==> src/rtl/uart_tx.sv <==
// uart_tx: serial transmitter with a one-entry holding buffer, optional
// parity and one or two stop bits. Bit timing comes from the rising edges
// of an externally generated baud level signal.
//
// Handshake: a byte is accepted on a rising clk_i edge where
// tx_valid_i && tx_ready_o. tx_ready_o depends only on the holding buffer
// being empty. While tx_ready_o is low, tx_valid_i and tx_data_i are ignored.
module uart_tx #(
  parameter int DATA_BITS  = 8,
  parameter int PARITY_EN  = 0,
  parameter int PARITY_ODD = 0,
  parameter int STOP_BITS  = 1
) (
  input  logic                 clk_i,
  input  logic                 rst_n_i,
  input  logic                 baud_clk_i,
  input  logic [DATA_BITS-1:0] tx_data_i,
  input  logic                 tx_valid_i,
  output logic                 tx_ready_o,
  output logic                 tx_o,
  output logic                 busy_o
);

  localparam int CW = 3;

  typedef enum logic [2:0] {
    IDLE   = 3'd0,
    START  = 3'd1,
    DATA   = 3'd2,
    PARITY = 3'd3,
    STOP   = 3'd4
  } state_e;

  state_e               state_q, state_d;
  logic                 baud_q;
  logic                 armed_q;
  logic                 tick;
  logic                 full_q, full_d;
  logic [DATA_BITS-1:0] buf_q, buf_d;
  logic [DATA_BITS-1:0] shift_q, shift_d;
  logic [CW-1:0]        cnt_q, cnt_d;
  logic                 par_q, par_d;
  logic                 tx_q, tx_d;
  logic                 accept;
  logic                 load;

  // armed_q only goes high once baud_clk_i has been seen low, so a baud
  // level that is already high at reset release cannot fake a rising edge.
  assign tick   = baud_clk_i & ~baud_q & armed_q;
  assign accept = tx_valid_i & ~full_q;

  assign tx_ready_o = ~full_q;
  assign tx_o       = tx_q;
  assign busy_o     = (state_q != IDLE) | full_q;

  // Baud edge detector.
  always_ff @(posedge clk_i or negedge rst_n_i) begin
    if (!rst_n_i) begin
      baud_q  <= 1'b0;
      armed_q <= 1'b0;
    end else begin
      baud_q  <= baud_clk_i;
      if (!baud_clk_i) armed_q <= 1'b1;
    end
  end

  // Holding buffer next state: accept and load never coincide because
  // accept needs an empty buffer and load needs a full one.
  always_comb begin
    full_d = accept | (full_q & ~load);
    buf_d  = accept ? tx_data_i : buf_q;
  end

  // Holding buffer registers; reset discards any held byte.
  always_ff @(posedge clk_i or negedge rst_n_i) begin
    if (!rst_n_i) begin
      full_q <= 1'b0;
      buf_q  <= '0;
    end else begin
      full_q <= full_d;
      buf_q  <= buf_d;
    end
  end

  // Frame sequencer: next state, shifter, counters and the next line level.
  always_comb begin
    state_d = state_q;
    shift_d = shift_q;
    cnt_d   = cnt_q;
    par_d   = par_q;
    tx_d    = tx_q;
    load    = 1'b0;
    case (state_q)
      IDLE: begin
        tx_d = 1'b1;
        if (tick && full_q) load = 1'b1;
      end
      START: begin
        if (tick) begin
          state_d = DATA;
          tx_d    = shift_q[0];
          shift_d = shift_q >> 1;
          cnt_d   = '0;
        end
      end
      DATA: begin
        if (tick) begin
          if (cnt_q == CW'(DATA_BITS - 1)) begin
            cnt_d = '0;
            if (PARITY_EN != 0) begin
              state_d = PARITY;
              tx_d    = par_q;
            end else begin
              state_d = STOP;
              tx_d    = 1'b1;
            end
          end else begin
            tx_d    = shift_q[0];
            shift_d = shift_q >> 1;
            cnt_d   = cnt_q + 3'd1;
          end
        end
      end
      PARITY: begin
        if (tick) begin
          state_d = STOP;
          tx_d    = 1'b1;
          cnt_d   = '0;
        end
      end
      STOP: begin
        tx_d = 1'b1;
        if (tick) begin
          if (cnt_q == CW'(STOP_BITS - 1)) begin
            if (full_q) load = 1'b1;
            else        state_d = IDLE;
          end else begin
            cnt_d = cnt_q + 3'd1;
          end
        end
      end
      default: begin
        state_d = IDLE;
        tx_d    = 1'b1;
      end
    endcase
    // Starting a frame: take the held byte and drive the start bit next.
    if (load) begin
      state_d = START;
      shift_d = buf_q;
      par_d   = (^buf_q) ^ (PARITY_ODD != 0);
      cnt_d   = '0;
      tx_d    = 1'b0;
    end
  end

  // Sequencer registers; the line level is a flop that resets high.
  always_ff @(posedge clk_i or negedge rst_n_i) begin
    if (!rst_n_i) begin
      state_q <= IDLE;
      shift_q <= '0;
      cnt_q   <= '0;
      par_q   <= 1'b0;
      tx_q    <= 1'b1;
    end else begin
      state_q <= state_d;
      shift_q <= shift_d;
      cnt_q   <= cnt_d;
      par_q   <= par_d;
      tx_q    <= tx_d;
    end
  end

endmodule
==> config.mk <==
export PLATFORM = sky130hd
export DESIGN_NAME = uart_tx
export DESIGN_NICKNAME = d
export VERILOG_FILES = /design/src/rtl/uart_tx.sv
export SDC_FILE = /design/constraint.sdc
export NUM_CORES = 1
export LEC_CHECK = 0
export ABC_AREA = 1
export ABC_CLOCK_PERIOD_IN_PS = 2400
export CAP_MARGIN = 25
export CORE_MARGIN = 2
export CORE_UTILIZATION = 40
export DETAILED_ROUTE_END_ITERATION = 10
export GPL_ROUTABILITY_DRIVEN = 1
export PLACE_DENSITY = 0.71
export SLEW_MARGIN = 20
export SYNTH_ARGS = -nofsm -noshare
export SYNTH_HDL_FRONTEND = slang
export SYNTH_SLANG_ARGS = --single-unit
==> constraint.sdc <==
create_clock -name clk_i -period 2.4 [get_ports clk_i]
set_clock_uncertainty 0.05 [all_clocks]
set_input_delay 0.36 -clock clk_i [delete_from_list [all_inputs] [get_ports clk_i]]
set_output_delay 0.36 -clock clk_i [all_outputs]
set_load 0.02 [all_outputs]
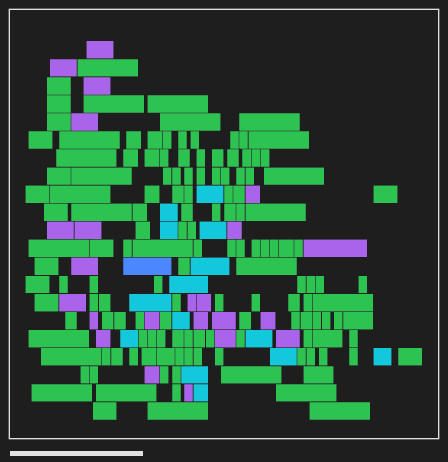
Fig. 1. Drive-strength map (run 1).
Bar = 20 µm.
Key: purple = x2 [cells 23, share 13%, most used mux2_2]; cyan = x3 and x4 [cells 14, share 7.7%, most used nand2_4]; green = x1 and smaller [cells 143, share 79%, most used nand2_1]; blue = x6 and larger [cells 1, share 0.55%, most used nor2_8]
synthesis-to-finish area growth: 13.94%
post-route setup slack: 0.1618 ns

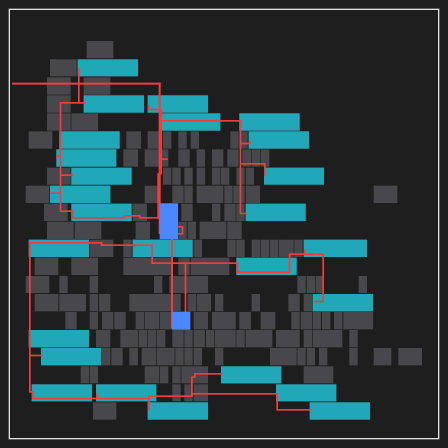
Fig. 2. Routed clock nets over the placement (run 1).
Key: red = clock wires [length 328 µm]; blue = clock-net drivers [count 3]; cyan = flip-flops [count 26]
There are 4 routed clock nets.
part of the power in the clock network: 10.1%
insertion delay at the late pin of the worst-skew pair: 0.33 ns

==> flow.log, run 1 <==
[report] implementation figures
INFO  metric outcome = finished clean
INFO  metric cell_internal_pwr = ~1.1 mW
INFO  metric p_sw_share = a little under half
INFO  metric clkTransAtPathRegs = 0.14 ns
INFO  metric cp_data_required_time = 1.99 ns
INFO  metric layout_min_cycle_time = ~2.2 ns
INFO  metric synth_area_per_cell = ~8.9 µm²
INFO  metric share_of_async_settable_or_async_resettable_flops_after_synthesis = 100.0%
INFO  metric gr-total-overflow = 0
INFO  metric category_of_the_worst_setup_path_capture_point = output port
INFO  metric worst-r2r-setup-slack = 0.65 ns
INFO  metric firstDrtPassIters = 4
INFO  metric r2r_cells = 9
INFO  metric synth-seq-area-share = 44.57%
INFO  metric nets_final = 197
INFO  metric total_power = 1.946 mW
INFO  metric worstSetupStartpointType = flip-flop
INFO  metric min_period_over_period = 93.26%
INFO  metric drive_above_1_share = 20.99%
INFO  metric detail_route.iter0.violations = 23
INFO  metric worst-endpoint-arrival = between 1.5 and 2 ns
INFO  metric worstReg2RegStart = cnt_q[0]
INFO  metric grt_pass1_wl = between 4000 and 5000 µm
INFO  metric yosysUniqueCellTypes = 29
INFO  metric dr_total_vias = 1126
INFO  metric grt_pass1_vias = 1063
INFO  metric top_level_ports = 15
INFO  metric clock_sinks = 26
INFO  metric worst_ir_drop_vdd = 0.0006753 V
INFO  metric synth.yosys.num_cells = 164
INFO  metric synth.cell_area = 1463 µm²
INFO  metric yosysChipArea = 1463 µm²
INFO  metric seq_power_share = 38.0%
INFO  metric cap_violations = 0
INFO  metric slew_viol_final = 0
INFO  metric combinationalPowerShare = between 50% and 60%
INFO  metric rsz_0062_raised_after_global_routing = false
INFO  metric antennaDiodeCount = 0
INFO  metric tightest_slew = roughly 0.34 ns
INFO  metric accumulated_negative_setup_slack = 0 ns
INFO  metric r2r-end = shift_q[6]
INFO  metric p_sw = 885.4 µW
INFO  metric core-area = 3416 µm²
INFO  metric port_buffers = 14
INFO  metric timing.final.hold_violations = 0
INFO  metric die-height = 64.47 µm
INFO  metric warning_count = 27
INFO  metric edf_count = 0
INFO  metric power.density = 1168 nW/µm²
INFO  metric place_congestion = 0.9409
INFO  metric grt_max_degree = 27
INFO  metric number_of_buffers_inserted_during_clock_tree_synthesis = 3
INFO  metric place_hpwl = 1992 µm
INFO  metric dieArea = between 4000 and 5000 µm²
INFO  metric detail_route.wirelength = 2632 µm
INFO  metric syn-instance-count = 164
INFO  metric syn-num-nets = 179
INFO  metric cts_htree_levels = 1
INFO  metric rows = 21
INFO  metric timing_worst_setup_path_type = flip-flop to output port
INFO  metric commonest_non_fill_non_tap_cell_in_the_layout = nand2_1
INFO  metric cts_root_buf = clkbuf_4
INFO  metric drc = 0
INFO  metric crit_fanout = 4
INFO  metric vias_per_cell = 4.960
INFO  metric cts_post_setup_buffers_inserted = 0
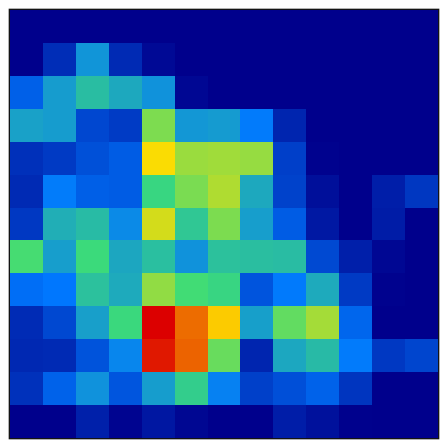
Fig. 3. Wire density map (run 1).
The die is cut into 13 by 13 equal tiles; dark blue is low, red is high, scaled to the fullest tile. Values are wire area over tile area, all layers added.
35% of the tiles are nearly empty. The fullest tile reaches 0.49. The emptiest ninth of the die: north-east.
routed len/inst: 11.59 µm
combined global-route utilization of all metal layers: 14.40%

==> run 1: critical path: stages (launching register included) <==
cell and delay, ns:
dfrtp_1 0.49, inv_4 0.12, nand2_4 0.08, nor2_1 0.19, nand2_1 0.08, clkdlybuf4s50_1 0.55
==> run 1: cells by family after synthesis <==
logic type | count (synthesis) | share of synthesized area (%)
flops | 26 | 44.57
buf+inv | 16 | 5.902
simple gates | 103 | 36.87
mux | 8 | 6.159
compound gates | 8 | 3.936
fa+ha+maj | 3 | 2.567
==> run 1: power by group through the flow <==
stage | clock [mW] | combinational (mW) | sequential, mW
after detailed placement | 0 | 1.01 | 0.749
after floorplan | 0 | 0.829 | 0.710
final | 0.196 | 1.01 | 0.740
after CTS | 0.198 | 1.01 | 0.740
after global routing | 0.220 | 1.14 | 0.763
after global placement | 0 | 0.985 | 0.741
==> run 1: registers in the layout, indices dropped and copies added, names as in the netlist <==
name and count:
cnt_q 3, full_q 1, shift_q 8, state_q 3
buf_q 8, armed_q 1, tx_o 1, baud_q 1
==> run 1: layer usage <==
| metal | wire length [µm] | vias up | global-route usage, % |
|---|---|---|---|
| met5 | 0 | - | 0 |
| met4 | 40 | 0 | 4.255 |
| met3 | 148 | 4 | 2.083 |
| met2 | 1199 | 42 | 23.70 |
| met1 | 1244 | 509 | 19.75 |
| li1 | - | 571 | - |
==> run 1: worst max path at each step <==
stage                     from         end  slack [ns]  cells after the start
finish              state_q[0]      busy_o        0.16                      5
global placement    baud_clk_i  shift_q[3]        0.47                      8
global route        state_q[0]      busy_o        0.03                      5
detailed placement  baud_clk_i  shift_q[6]        0.42                      8
CTS                 state_q[0]      busy_o        0.17                      5
floorplan             cnt_q[0]  shift_q[1]        0.92                      8
==> run 1: synthesized netlist by cell type (3+ instances only) <==
master / number / share of area, %
dfrtp_1: 25 / 43
ha_1: 3 / 2.6
inv_1: 9 / 2.3
inv_2: 3 / 0.77
mux2_2: 8 / 6.2
nand2_1: 54 / 14
nand2_2: 6 / 2.6
nand2_4: 4 / 3.1
nand3_1: 15 / 5.1
nand4_1: 7 / 3.0
nor2_1: 8 / 2.1
==> run 1: cell type report <==
class                           count  area [µm²]
Sequential cell                    26       651.9
Fill cell                         343        1749
Inverter                           13       51.30
Tap cell                           46       57.56
Timing Repair Buffer               16       155.1
Multi-Input combinational cell    122       724.4
Clock buffer                        4       26.28
==> run 1: through the flow <==
step / utilization [%] / std cells / hold WS (ns) / area, µm² / setup slack (ns)
final: 48.79 / 227 / 0.3335 / 1667 / 0.1618
after global routing: 48.79 / 227 / 0.3670 / 1667 / 0.03483
after CTS: 48.79 / 227 / 0.3502 / 1667 / 0.1703
after detailed placement: 48.02 / 223 / 0.4137 / 1640 / 0.4208
after global placement: 48.02 / 223 / 0.4071 / 1640 / 0.4688
after floorplan: - / 164 / 0.01441 / 1463 / 0.9182
## Run 2: what changed since run 1
--- a/config.mk
+++ b/config.mk
@@ -13,6 +13,7 @@
 export DETAILED_ROUTE_END_ITERATION = 10
 export GPL_ROUTABILITY_DRIVEN = 1
 export PLACE_DENSITY = 0.71
+export RECOVER_POWER = 100
 export SLEW_MARGIN = 20
 export SYNTH_ARGS = -nofsm -noshare
 export SYNTH_HDL_FRONTEND = slang
==> run 2 against run 1 <==
- synthesized cell count did not move
- register-to-register slack got worse by 0.45 ns
- first-iteration DRC count rose by 26%
- clock-buffer cell count did not move
- total power fell by 1.7%
- setup slack got worse by 0.024 ns
- die size did not move
- utilization fell by 0.70 points
- critical path type unchanged
==> flow.log, run 2 <==
[report] implementation figures
INFO  metric r2r-end = cnt_q[1]
INFO  metric timing_worst_setup_path_type = flip-flop to output port
INFO  metric detail_route.wirelength = 2658 µm (+0.99%)
INFO  metric vias_per_cell = 4.978 (+0.36%)
INFO  metric r2r_cells = 9 (unchanged)
INFO  metric port_buffers = 14 (unchanged)
INFO  metric detail_route.iter0.violations = 29 (+26%)
INFO  metric outcome = finished clean
INFO  metric layout.cells.non_filler = 227 (unchanged)
INFO  metric cts_root_buf = clkbuf_4
INFO  metric place_inst = 223 (unchanged)
INFO  metric track_usage = 14.40% (unchanged)
INFO  metric dieArea = 4156 µm² (unchanged)
INFO  metric fin_util = 48.10% (-0.70 points)
INFO  metric cap_violations = 0 (unchanged)
INFO  metric worst_skew_pair.late_latency = 0.33 ns (about the same)
INFO  metric firstDrtPassIters = 4 (unchanged)
INFO  metric commonest_non_fill_non_tap_cell_in_the_layout = nand2_1
INFO  metric worst-endpoint-arrival = 1.85 ns (+0.02 ns)
INFO  metric worstReg2RegStart = cnt_q[0]
INFO  metric clock_sinks = 26 (unchanged)
INFO  metric warning_count = 27 (unchanged)
INFO  metric yosysUniqueCellTypes = 29 (unchanged)
INFO  metric rows = 21 (unchanged)
INFO  metric accumulated_negative_setup_slack = 0 ns (unchanged)
INFO  metric place_congestion = 0.9409 (unchanged)
INFO  metric registers_with_the_most_flip_flops = buf_q (8), shift_q (8)
INFO  metric rsz_0062_raised_after_global_routing = false
INFO  metric synth_area_per_cell = 8.919 µm² (unchanged)
INFO  metric number_of_buffers_inserted_during_clock_tree_synthesis = 3 (unchanged)
INFO  metric synth-seq-area-share = 44.57% (unchanged)
INFO  metric slew_viol_final = 0 (unchanged)
INFO  metric cts_post_setup_buffers_inserted = 0 (unchanged)
INFO  metric core-area = 3416 µm² (unchanged)
INFO  metric timing.final.hold_violations = 0 (unchanged)
INFO  metric place_hpwl = 1992 µm (unchanged)
INFO  metric grt_max_degree = 27 (unchanged)
INFO  metric top_area_cell = dfrtp_1
INFO  metric drc = 0 (unchanged)
INFO  metric dr_total_vias = 1130 (+0.36%)
INFO  metric antennaDiodeCount = 0 (unchanged)
INFO  metric syn-instance-count = 164 (unchanged)
INFO  metric synth.yosys.num_cells = 164 (unchanged)
INFO  metric gr-total-overflow = 0 (unchanged)
INFO  metric syn-num-nets = 179 (unchanged)
INFO  metric post_synth_main_area_contributors = dfrtp_1, nand2_1, mux2_2
INFO  metric yosysChipArea = 1463 µm² (unchanged)
INFO  metric worst-r2r-setup-slack = 0.20 ns (-0.45 ns)
INFO  metric cp_data_required_time = 1.99 ns (about the same)
INFO  metric category_of_the_worst_setup_path_capture_point = output port
## run 2: cell counts after synthesis
No cell type changed its count.
## run 2: metal layers
layer  vias up  track usage (%)  part of all wire (%)
met2        35            23.70                    46
met4         0            4.255                   1.5
met5         -                0                     0
met3         4            2.083                   5.3
met1       518            19.75                    47
li1        573                -                     -
## run 2: logic make-up (layout without fill, tap and decap cells)
kind of cell,Yosys count,in the layout,share of synthesized area (%)
flops,26,26,44.57
mux,8,8,6.159
buf+inv,16,33,5.902
fa+ha+maj,3,3,2.567
simple gates,103,103,36.87
compound gates,8,8,3.936
## run 2: worst max-delay path by stage
stage,to,start,slack (ns)
CTS,busy_o,state_q[0],0.17
global route,cnt_q[1],cnt_q[0],0.03
global placement,shift_q[3],baud_clk_i,0.47
detailed placement,shift_q[6],baud_clk_i,0.42
floorplan,shift_q[1],cnt_q[0],0.92
finish,busy_o,state_q[0],0.14
## run 2: cell type report
class	count	area, µm²
flip-flops and latches	26	651.9
inverters	13	50.05
fillers	351	1773
repair buffers	16	147.6
clock buffers	4	26.28
well taps	46	57.56
multi-input cells	122	709.4
## run 2: through the flow
stage | hold slack, ns | setup slack, ns
2_1_floorplan | 0.01441 | 0.9182
3_3_place_gp | 0.4071 | 0.4688
3_5_place_dp | 0.4137 | 0.4208
4_1_cts | 0.3502 | 0.1703
5_1_grt | 0.4773 | 0.03161
6_report | 0.4454 | 0.1375
## run 2: report_power, final
part | internal (mW) | switching (mW) | total [mW]
registers | 0.607 | 0.127 | 0.735
clock network | 0.0651 | 0.132 | 0.197
logic | 0.371 | 0.610 | 0.982
total | 1.04 | 0.869 | 1.91
## run 2: critical path, cell delays in order, from the launching register on
cell,delay (ns)
dfrtp_1,0.48
clkinv_2,0.15
nand2_4,0.13
nor2_1,0.08
nand2_1,0.08
clkdlybuf4s50_1,0.61
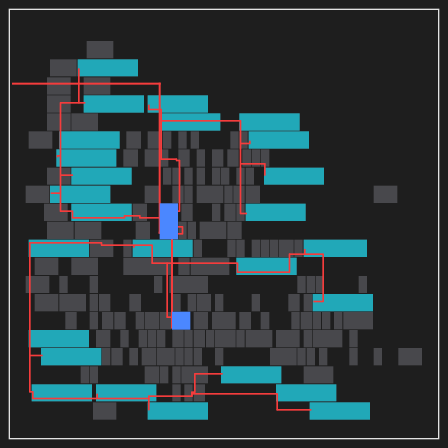
Fig. 4. Routed clock nets over the placement (run 2).
Key: red = clock wires [length 331 µm]; cyan = flip-flops [count 26]; blue = clock-net drivers [count 3]
There are 4 routed clock nets.
part of the power in the clock network: 10.3%
power attributed to the clock group: 197 µW

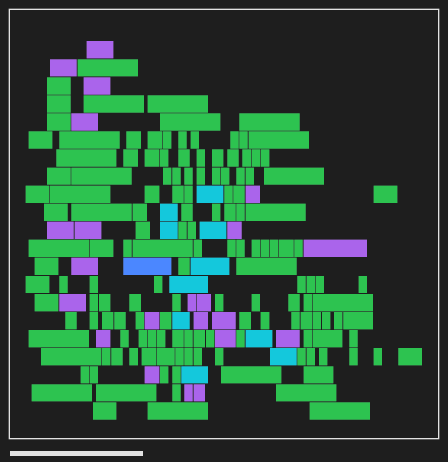
Fig. 5. Drive-strength map (run 2).
Bar = 20 µm.
post-route setup slack: 0.1375 ns
nonclk buf count: 16
post-layout instance area: 1643 µm²
synthesis-to-finish area growth: 12.32%

No activity file was given, so power comes from the tool's default toggle rates.
